File: src/rtl/instr_mem_pkg.sv
// Shared types and default encodings for the loadable instruction memory.
package instr_mem_pkg;

  typedef enum logic [1:0] {
    ST_CLEAR = 2'd0,
    ST_IDLE  = 2'd1,
    ST_LOAD  = 2'd2
  } state_t;

  localparam logic [31:0] DEF_NOP_WORD  = 32'h0000_0013;  // addi x0, x0, 0
  localparam logic [31:0] DEF_HALT_WORD = 32'hFFFF_FFFF;

endpackage

File: src/rtl/instr_mem_ram.sv
// Storage array: one synchronous write port, one synchronous read port with enable.
module instr_mem_ram #(
  parameter int ADDR_W = 5,
  parameter int DATA_W = 32
) (
  input  logic              clk,
  input  logic              we,
  input  logic [ADDR_W-1:0] waddr,
  input  logic [DATA_W-1:0] wdata,
  input  logic              re,
  input  logic [ADDR_W-1:0] raddr,
  output logic [DATA_W-1:0] rdata
);

  logic [DATA_W-1:0] mem [2**ADDR_W];

  always_ff @(posedge clk) begin
    if (we) mem[waddr] <= wdata;
    if (re) rdata <= mem[raddr];
  end

endmodule

File: src/rtl/instr_mem.sv
// Loadable instruction memory: self-clear after reset, valid/ready program load,
// registered stallable fetch port with halt detect.
module instr_mem
  import instr_mem_pkg::*;
#(
  parameter int                 ADDR_W    = 5,
  parameter int                 DATA_W    = 32,
  parameter logic [DATA_W-1:0]  NOP_WORD  = DEF_NOP_WORD,
  parameter logic [DATA_W-1:0]  HALT_WORD = DEF_HALT_WORD
) (
  input  logic              clk,
  input  logic              rst_n,
  input  logic              fetch_en,
  input  logic [ADDR_W-1:0] fetch_addr,
  output logic [DATA_W-1:0] fetch_instr,
  output logic              fetch_valid,
  output logic              fetch_halt,
  input  logic              ld_start,
  input  logic [ADDR_W-1:0] ld_base,
  input  logic              ld_valid,
  input  logic [DATA_W-1:0] ld_data,
  input  logic              ld_last,
  output logic              ld_ready,
  output logic              busy,
  output logic              ld_err
);

  // ptr carries one extra bit so an overrun saturates at DEPTH instead of wrapping
  localparam logic [ADDR_W:0] PTR_MAX = {1'b1, {ADDR_W{1'b0}}};

  state_t            state;
  logic [ADDR_W:0]   ptr;
  logic              hs;
  logic              we;
  logic [DATA_W-1:0] wdata;
  logic              re;
  logic [DATA_W-1:0] rdata;

  assign hs    = ld_ready && ld_valid;
  assign we    = (state == ST_CLEAR) || (hs && !ptr[ADDR_W]);
  assign wdata = (state == ST_CLEAR) ? NOP_WORD : ld_data;
  assign re    = (state == ST_IDLE) && !ld_start && fetch_en;

  instr_mem_ram #(.ADDR_W(ADDR_W), .DATA_W(DATA_W)) u_ram (
    .clk   (clk),
    .we    (we),
    .waddr (ptr[ADDR_W-1:0]),
    .wdata (wdata),
    .re    (re),
    .raddr (fetch_addr),
    .rdata (rdata)
  );

  always_ff @(posedge clk) begin
    if (!rst_n) begin
      state       <= ST_CLEAR;
      ptr         <= '0;
      fetch_valid <= 1'b0;
      busy        <= 1'b1;
      ld_ready    <= 1'b0;
      ld_err      <= 1'b0;
    end else begin
      case (state)
        ST_CLEAR: begin
          fetch_valid <= 1'b0;
          ptr         <= ptr + 1'b1;
          if (ptr[ADDR_W-1:0] == '1) begin
            state <= ST_IDLE;
            busy  <= 1'b0;
            ptr   <= '0;
          end
        end
        ST_IDLE: begin
          if (ld_start) begin
            state       <= ST_LOAD;
            ptr         <= {1'b0, ld_base};
            ld_err      <= 1'b0;
            busy        <= 1'b1;
            ld_ready    <= 1'b1;
            fetch_valid <= 1'b0;
          end else if (fetch_en) begin
            fetch_valid <= 1'b1;
          end
        end
        ST_LOAD: begin
          fetch_valid <= 1'b0;
          if (hs) begin
            if (ptr[ADDR_W]) ld_err <= 1'b1;
            if (ptr != PTR_MAX) ptr <= ptr + 1'b1;
            if (ld_last) begin
              state    <= ST_IDLE;
              busy     <= 1'b0;
              ld_ready <= 1'b0;
            end
          end
        end
        default: begin
          state <= ST_CLEAR;
          ptr   <= '0;
          busy  <= 1'b1;
        end
      endcase
    end
  end

  // The read register only updates on real fetches, so a stall holds the last word
  // while fetch_valid masks stale contents to NOP whenever nothing real was fetched.
  assign fetch_instr = fetch_valid ? rdata : NOP_WORD;
  assign fetch_halt  = fetch_valid && (fetch_instr == HALT_WORD);

endmodule

File: config.mk
export PLATFORM = sky130hd
export DESIGN_NAME = instr_mem
export DESIGN_NICKNAME = d
export VERILOG_FILES = /design/src/rtl/instr_mem_pkg.sv /design/src/rtl/instr_mem_ram.sv /design/src/rtl/instr_mem.sv
export SDC_FILE = /design/constraint.sdc
export NUM_CORES = 1
export LEC_CHECK = 0
export ABC_CLOCK_PERIOD_IN_PS = 5400
export CORE_MARGIN = 2
export CORE_UTILIZATION = 39
export CTS_CLUSTER_SIZE = 28
export DETAILED_ROUTE_END_ITERATION = 8
export GPL_TIMING_DRIVEN = 0
export PLACE_DENSITY = 0.65
export SLEW_MARGIN = 20
export SYNTH_ARGS = -nofsm -noshare
export SYNTH_HDL_FRONTEND = slang
export SYNTH_SLANG_ARGS = --single-unit
File: constraint.sdc
create_clock -name clk -period 5.4 [get_ports clk]
set_input_delay 1.08 -clock clk [delete_from_list [all_inputs] [get_ports clk]]
set_output_delay 1.08 -clock clk [all_outputs]
set_load 0.01 [all_outputs]
==> results_dict.tcl <==
# place-and-route summary
set metrics [dict create \
    grt_pass1_wl_um 150200 \
    clk_share_pct 6.534 \
    placed_cells 3969 \
    met1_length_um 42150 \
    r2r_end "u_ram.mem[30][4]$_DFFE_PP_" \
    cp-end-kind "output pin" \
    antenna_found_initial 1 \
    p_switching_mw 3.518 \
    gp_congestion 0.8638 \
    lay_top_count "edfxtp_1" \
    clock_buffers 134 \
    largest_area_cell "edfxtp_1" \
    clkPwrFrac_pct 40.5 \
    fin_area_mm2 0.04910 \
    largest-register "u_ram.mem" \
    cts_sinks 1068 \
    io_buffers 83 \
    power_leakage_nw 17.03 \
    grt_pass1_vias 22818 \
    cts_tree "done" \
    status "finished, final reports clean" \
    clk_latency_ps 660 \
    grt_use_met1_pct 24.26 \
    synth_cell_types 45 \
    r2r_slack_ps 2370 \
    ant_nets 0 \
    sh_seq_area_pct 65.07 \
    crit_required_ps 4320 \
    htreeDepth 3 \
    reg_top3 "u_ram.mem x1024, u_ram.rdata x32, ptr x6" \
    warnings 30 \
    crit_slowest_cell "clkdlybuf4s50_1" \
    clock.fmax_ghz 0.2263 \
    wl_met3_um 7719 \
    rows 120 \
    holdBufCountCts 0 \
    edf_count 1056 \
    fillCellCount 8848 \
    mux_share_pct 12.26 \
    cp.buffers_inverters 1 \
    synth_seq_share_pct 76.44 \
    n_all_buffers 275 \
    power-top-group "registers" \
    area_growth_pct 17.46 \
    final.setup.worst_slack_ps 980.7 \
    hold_depth 2 \
    tns_ps 0 \
    drc 0 \
    ys_sh_aoi_pct 5.247 \
    seq_cell_power_mw 9.12 \
    drive_above_1_share_pct 12.16 \
    hold_path_end "ld_ready$_SDFFE_PN0P_" \
    vias 22699 \
    cp-start-kind "flop" \
    synth_top_cell_by_count "edfxtp_1" \
    fa_ha_area_share_pct 0.1497 \
    nNetsFinal 2723 \
    vias_per_cell 5.459 \
    min_period_ps 4419 \
]
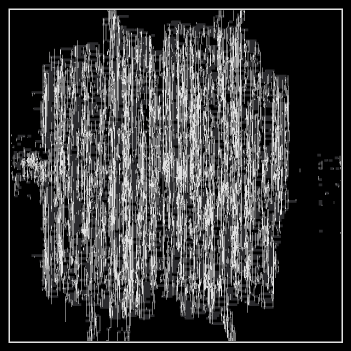
Figure 1: M2 wires.
Scale: 1 px per um. Cells faint in the background.
The longest straight run is 139 um. The wires run mostly vertical. The layer holds 49% of the routed length. 2,271 nets have wire on it. The layer carries 50.9 mm of wire.

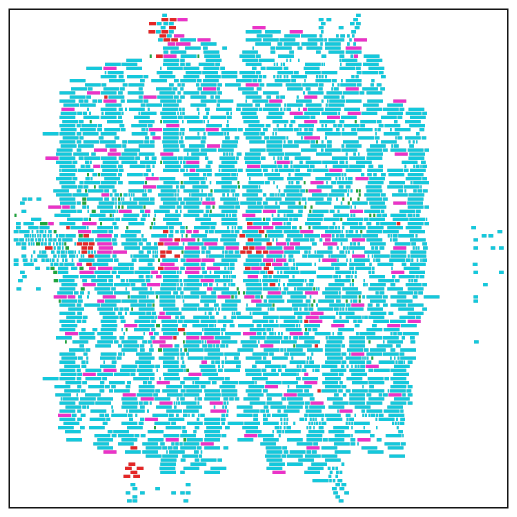
Figure 2: cells by drive strength.
Scale: 1.5 px per um.
Key: cyan = x1 and smaller [cells 2,420]; red = x3 and x4 [cells 59]; magenta = x6 and larger [cells 173]; green = x2 [cells 103]

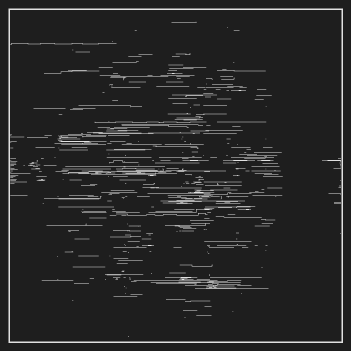
Figure 3: met3 routing.
Scale: 1 px per um.
317 nets have wire on it. The layer carries 7,720 um of wire. The wires run mostly horizontal.

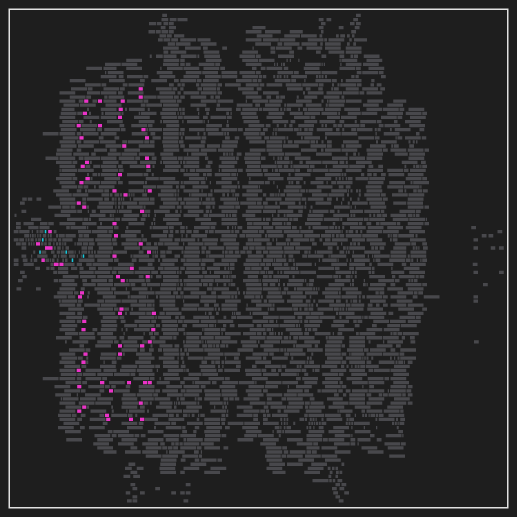
Figure 4: gate-type map.
Scale: 1.5 px per um.
Key: cyan = inv cells [cells 6, most used inv_1, where west]; magenta = non-inverting ao/oa cells [cells 70, most used a22o_1]

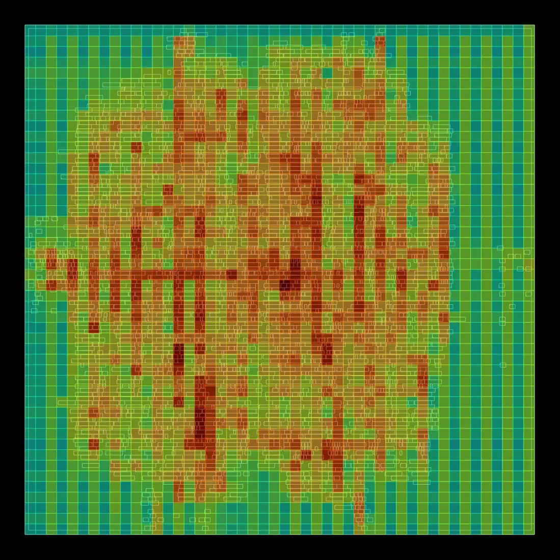
Figure 5: congestion heat map.
GRT Total Usage: 18.50%
gr busiest metal: met2
met2 Use GR: 31.41%
post-route core utilization: 45.99%

Power figures rest on the tool's default switching activity, not on a simulated workload.
